[src/rtl/wave_logo_pkg.sv]
// Shared constants, state type and wave helper
// for the wave-logo row reader.
package wave_logo_pkg;

  localparam int unsigned ROW_W    = 38;
  localparam int unsigned IDX_W    = 10;
  localparam int unsigned NUM_ROWS = 251;
  localparam int unsigned WAVE_P   = 16;
  localparam int unsigned PH_W     = $clog2(WAVE_P);
  localparam int unsigned COL_W    = $clog2(ROW_W);

  typedef enum logic [1:0] {
    ST_IDLE,
    ST_FETCH,
    ST_SHIFT
  } state_t;

  // Triangle of period WAVE_P; upper half folds back via ~t.
  function automatic logic [PH_W-1:0] tri_amp(
    input logic [IDX_W-1:0] row,
    input logic [PH_W-1:0]  ph
  );
    logic [PH_W-1:0] t;
    t = row[PH_W-1:0] + ph;
    return t[PH_W-1] ? ~t : t;
  endfunction

endpackage

[src/rtl/row_rotator.sv]
// Combinational barrel rotate-right of one logo row.
// One conditional stage per bit of the rotate amount.
module row_rotator
  import wave_logo_pkg::*;
(
  input  logic [ROW_W-1:0] d,
  input  logic [PH_W-1:0]  amt,
  output logic [ROW_W-1:0] q
);

  logic [ROW_W-1:0] w_stg [PH_W+1];

  assign w_stg[0] = d;

  for (genvar k = 0; k < PH_W; k++) begin : g_stg
    localparam int unsigned S = 2 ** k;
    assign w_stg[k+1] = amt[k]
      ? {w_stg[k][S-1:0], w_stg[k][ROW_W-1:S]}
      : w_stg[k];
  end

  assign q = w_stg[PH_W];

endmodule

[src/rtl/logo_row_streamer.sv]
// Walks the logo ROM row by row, rotates each row by a
// triangle-wave offset and streams it out MSB first.
module logo_row_streamer
  import wave_logo_pkg::*;
(
  input  logic             clk,
  input  logic             rst,
  input  logic             start,
  output logic [IDX_W-1:0] rom_idx,
  input  logic [ROW_W-1:0] rom_data,
  output logic             px_data,
  output logic             px_valid,
  input  logic             px_ready,
  output logic             px_last_col,
  output logic             px_last_row,
  output logic             busy,
  output logic             frame_done,
  output logic [PH_W-1:0]  phase
);

  state_t           r_state;
  state_t           w_state_nxt;
  logic [IDX_W-1:0] r_row;
  logic [COL_W-1:0] r_col;
  logic [ROW_W-1:0] r_shreg;
  logic [ROW_W-1:0] w_rot;
  logic [PH_W-1:0]  r_phase;
  logic [PH_W-1:0]  w_amp;
  logic             r_frame_done;
  logic             w_shift;
  logic             w_hs;
  logic             w_last_col;
  logic             w_last_row;
  logic             w_row_end;

  assign w_shift    = (r_state == ST_SHIFT);
  assign w_last_col = w_shift &&
                      (r_col == COL_W'(ROW_W - 1));
  assign w_last_row = w_shift &&
                      (r_row == IDX_W'(NUM_ROWS - 1));
  assign w_hs       = w_shift && px_ready;
  assign w_row_end  = w_hs && w_last_col;
  assign w_amp      = tri_amp(r_row, r_phase);

  row_rotator u_rot (
    .d   (rom_data),
    .amt (w_amp),
    .q   (w_rot)
  );

  always_comb begin
    w_state_nxt = r_state;
    unique case (r_state)
      ST_IDLE:
        if (start) w_state_nxt = ST_FETCH;
      ST_FETCH:
        w_state_nxt = ST_SHIFT;
      ST_SHIFT:
        if (w_row_end)
          w_state_nxt = w_last_row ? ST_IDLE
                                   : ST_FETCH;
      default:
        w_state_nxt = ST_IDLE;
    endcase
  end

  always_ff @(posedge clk) begin
    if (rst) r_state <= ST_IDLE;
    else     r_state <= w_state_nxt;
  end

  always_ff @(posedge clk) begin
    if (rst) begin
      r_row        <= '0;
      r_col        <= '0;
      r_shreg      <= '0;
      r_phase      <= '0;
      r_frame_done <= 1'b0;
    end else begin
      r_frame_done <= 1'b0;
      if (r_state == ST_IDLE && start)
        r_row <= '0;
      // rom_data is only trusted during the fetch bubble
      if (r_state == ST_FETCH) begin
        r_shreg <= w_rot;
        r_col   <= '0;
      end
      if (w_hs) begin
        r_shreg <= {r_shreg[ROW_W-2:0], 1'b0};
        r_col   <= r_col + COL_W'(1);
      end
      if (w_row_end) begin
        if (w_last_row) begin
          r_phase      <= r_phase + PH_W'(1);
          r_frame_done <= 1'b1;
        end else begin
          r_row <= r_row + IDX_W'(1);
        end
      end
    end
  end

  assign rom_idx     = r_row;
  assign px_data     = w_shift & r_shreg[ROW_W-1];
  assign px_valid    = w_shift;
  assign px_last_col = w_last_col;
  assign px_last_row = w_last_row;
  assign busy        = (r_state != ST_IDLE);
  assign frame_done  = r_frame_done;
  assign phase       = r_phase;

endmodule
[config.mk]
export PLATFORM = sky130hd
export DESIGN_NAME = logo_row_streamer
export DESIGN_NICKNAME = d
export VERILOG_FILES = /design/src/rtl/wave_logo_pkg.sv /design/src/rtl/row_rotator.sv /design/src/rtl/logo_row_streamer.sv
export SDC_FILE = /design/constraint.sdc
export NUM_CORES = 1
export LEC_CHECK = 0
export CORE_UTILIZATION = 60
export CTS_CLUSTER_DIAMETER = 200
export CTS_CLUSTER_SIZE = 20
export DETAILED_ROUTE_END_ITERATION = 10
export PLACE_DENSITY = 0.85
export SLEW_MARGIN = 20
export SYNTH_ARGS = -nofsm -noshare
export SYNTH_HDL_FRONTEND = slang
export SYNTH_SLANG_ARGS = --single-unit
[constraint.sdc]
create_clock -name clk -period 4.9 [get_ports clk]
set_input_delay 0.98 -clock clk [delete_from_list [all_inputs] [get_ports clk]]
set_output_delay 0.98 -clock clk [all_outputs]
set_load 0.02 [all_outputs]
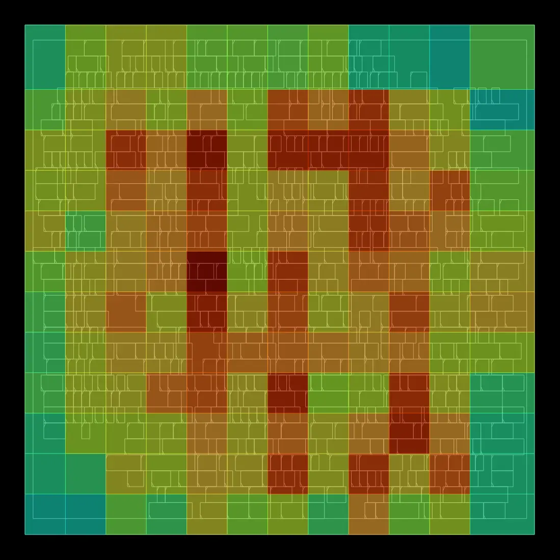
(track usage over the die)
final core occ: 73.4%
met2 Resource Use GR: 49.2%

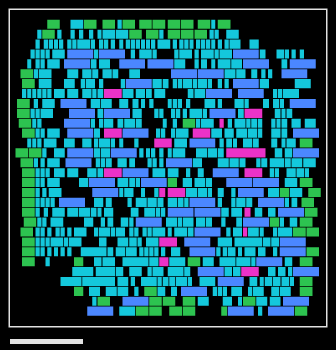
(cells coloured by class)
The bar under the picture is 20 um long.
- other buffers and delay cells: green (cells 66; share of their area 13%)
- flops: blue (cells 61; share of their area 25%)
- all other logic: cyan (cells 478; share of their area 58%)
- clock drivers and dummy loads: magenta (cells 16; share of their area 3.9%)

==> ci_impl_report.md <==
## Implementation flow summary

| Metric | Value |
|---|---|
| ANT nets after route | 0 |
| OpenROAD warning count | 28 |
| Synthesized Nets | around 630 |
| Tot GR Track Use | just over 30% |
| Top cell area share | ~28% |
| Worst path slowest cell | clkdlybuf4s50_1 |
| DRC violations left | 0 |
| Hold_sp | r_col[1] |
| Num CTS Buffers | 9 |
| GP Congestion | around 0.83 |
| PwrDens | between 200 and 250 nW/um^2 |
| # hold bufs at CTS | 0 |
| Layout cells sized above 1 | 5.64% |
| Worst EP arrival | roughly 2300 ps |
| Required @ worst endpoint | 3920 ps |
| Synth Warn # | 0 |
| P&R area growth vs syn | 16.6% |
| Core ar. | 6870 um^2 |
| Vias post-DR | about 4300 |
| Hold Crit Endpoint | r_col[1] |
| Synth area leader | dfxtp_1 |
| Max-cap violations | 0 |
| Nets | about 670 |
| CP cell instances | ha_1 > nand4bb_1 > nor4_4 > clkdlybuf4s50_1 |
| Commonest flop | dfxtp_1 |
| Number of port buffers | 61 |
| Global-route wire length before repair | between 15000 and 20000 um |
| FF+latch count, synth | between 60 and 70 |
| RR Startpoint | rom_idx[0] |
| WL/cell | between 15 and 20 um |
| Critical path launch point type | flop |
| RSZ-0062 raised after global routing | false |
| Commonest cells in the netlist | 194 x nand2_1, 61 x dfxtp_1, 43 x nand3_1 |
| CP endpoint kind | primary output |
| Place WS | 1810 ps |
| Status | complete, no violations |
| Die height | between 80 and 90 um |
| Post-synthesis async set-or-reset flop share | 0% |
| Tmin final | 3260 ps |
| Post-route setup slack | ~1600 ps |
| Die ar. | between 7000 and 8000 um^2 |
| Peak VDD IR | approximately 0.12 mV |
| Yosys stat cell total | 580 |
| H-tree Lvls | 3 |
| Worst Path Buf+Inv | 1 |
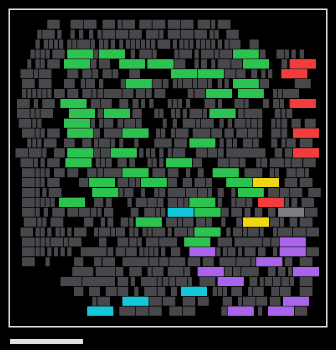
(sequential cells coloured by netlist name)
The bar under the picture is 20 um long. Other sequential cells in the stronger grey, the rest of the logic in the fainter grey.
- `r_shreg`: green (sequential cells 38)
- `r_state`: yellow (sequential cells 2)
- `r_col`: red (sequential cells 6)
- `phase`: cyan (sequential cells 4; where bottom centre)
- `rom_idx`: purple (sequential cells 10; where lower right)
- not coloured: 1
seq pwr: 527 uW
register area: 1220 um^2
Seq/total area: 24.2%

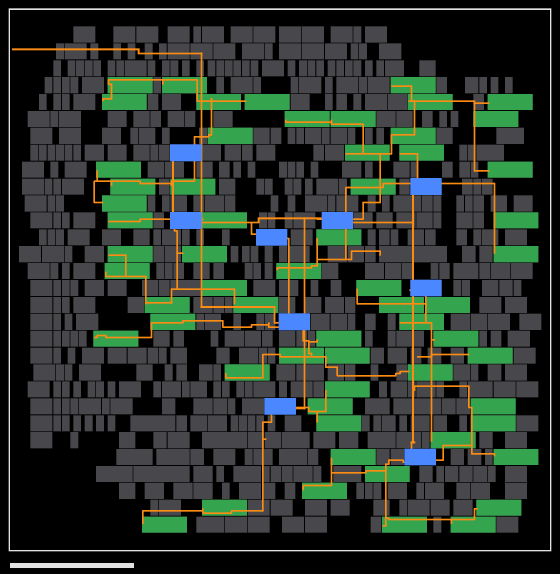
(clock distribution)
The bar under the picture is 20 um long.
- flip-flops: green (count 61)
- clock wires: orange (length 828 um)
- cells driving clock nets: blue (count 9)
- flops lie: widely spread
- routed clock nets: 10
clock network fraction of total power: 39.5%
insertion delay at the late pin of the worst-skew pair: 340 ps
Clock Skews: 12.5 ps

-- cells in the final DEF (no fill, tap or decap), types with 2 or more instances in the layout --
cell,n
nand2_1,193
dfxtp_1,61
clkdlybuf4s50_1,60
nand3_1,43
a21o_1,37
o221ai_1,37
mux2i_1,36
nor2_1,31
clkbuf_8,10
xnor2_1,9
nand4_1,8
a21oi_1,8
ha_1,8
xor2_1,7
inv_1,6
and3_1,5
buf_4,5
nand2b_1,4
a211oi_1,4
and2_1,3
or2_2,2
and4b_1,2
mux2_1,2
nand3b_1,2
nand3_2,2
nand2_2,2
o211ai_1,2
nor3_1,2
nor3b_1,2
nor4_1,2
clkinv_2,2
clkbuf_1,2
-- worst max-delay path by stage --
stage | start | endpoint | slack, ps | cells after the start
final | rom_idx[1] | px_last_row | 1640 | 4
after global routing | rom_idx[1] | px_last_row | 1550 | 4
after CTS | rom_idx[1] | px_last_row | 1640 | 4
after detailed placement | px_ready | r_col[2] | 1810 | 6
after global placement | rst | r_shreg[32] | 1640 | 4
after floorplan | rom_idx[0] | r_shreg[17] | 2490 | 10
-- routing by layer --
metal	global-route usage, %	share of wire, %	vias up
met3	4.55	6.4	23
met2	49.2	48	177
met4	11.5	2.0	0
met1	40.6	44	2030
met5	0	0	-
li1	-	-	2110
-- power breakdown --
part,internal [mW],switching [mW]
clock,0.248,0.200
combinational,0.0715,0.0874
sequential,0.515,0.0121
-- cell families (layout without fill, tap and decap cells) --
logic type	count (synthesis)	in the layout	share of synthesized area [%]
multiplexers	39	39	9.11
AND-OR/OR-AND	93	93	16.9
flip-flops	61	61	28.2
AND/OR/NAND/NOR	312	312	32.3
adder cells (fa/ha/maj)	9	9	2.78
buffers and inverters	47	88	6.42
XOR/XNOR	19	19	4.22
-- worst register-to-register path: stages (launching register included) --
cell      delay (ps)
dfxtp_1          450
ha_1             230
inv_1             60
fa_1             370
xnor2_1          150
xnor2_1          260
xor2_1           280
nand2_2          470
o221ai_1         380
-- through the flow --
stage	util, %	hold WS, ps	power (mW)	cell area [um^2]
5_1_grt	73.4	601	1.18	5040
4_1_cts	73.4	564	1.13	5040
3_5_place_dp	70.6	555	0.694	4850
6_report	73.4	568	1.13	5040
3_3_place_gp	70.6	531	0.689	4850
2_1_floorplan	-	498	0.632	4320
-- sequential cells by signal, indices dropped and copies added (netlist names) --
name / cells
r_shreg: 38
rom_idx: 10
r_col: 6
phase: 4
r_state: 2
frame_done: 1
-- layout make-up --
class	count	area, um^2
Inverter	6	22.5
Sequential cell	61	1220
Timing Repair Buffer	66	643
Tap cell	96	120
Clock buffer	12	145
Multi-Input combinational cell	472	2840
Fill cell	563	1830
Clock inverter	4	47.5
No activity file was given, so power comes from the tool's default toggle rates.
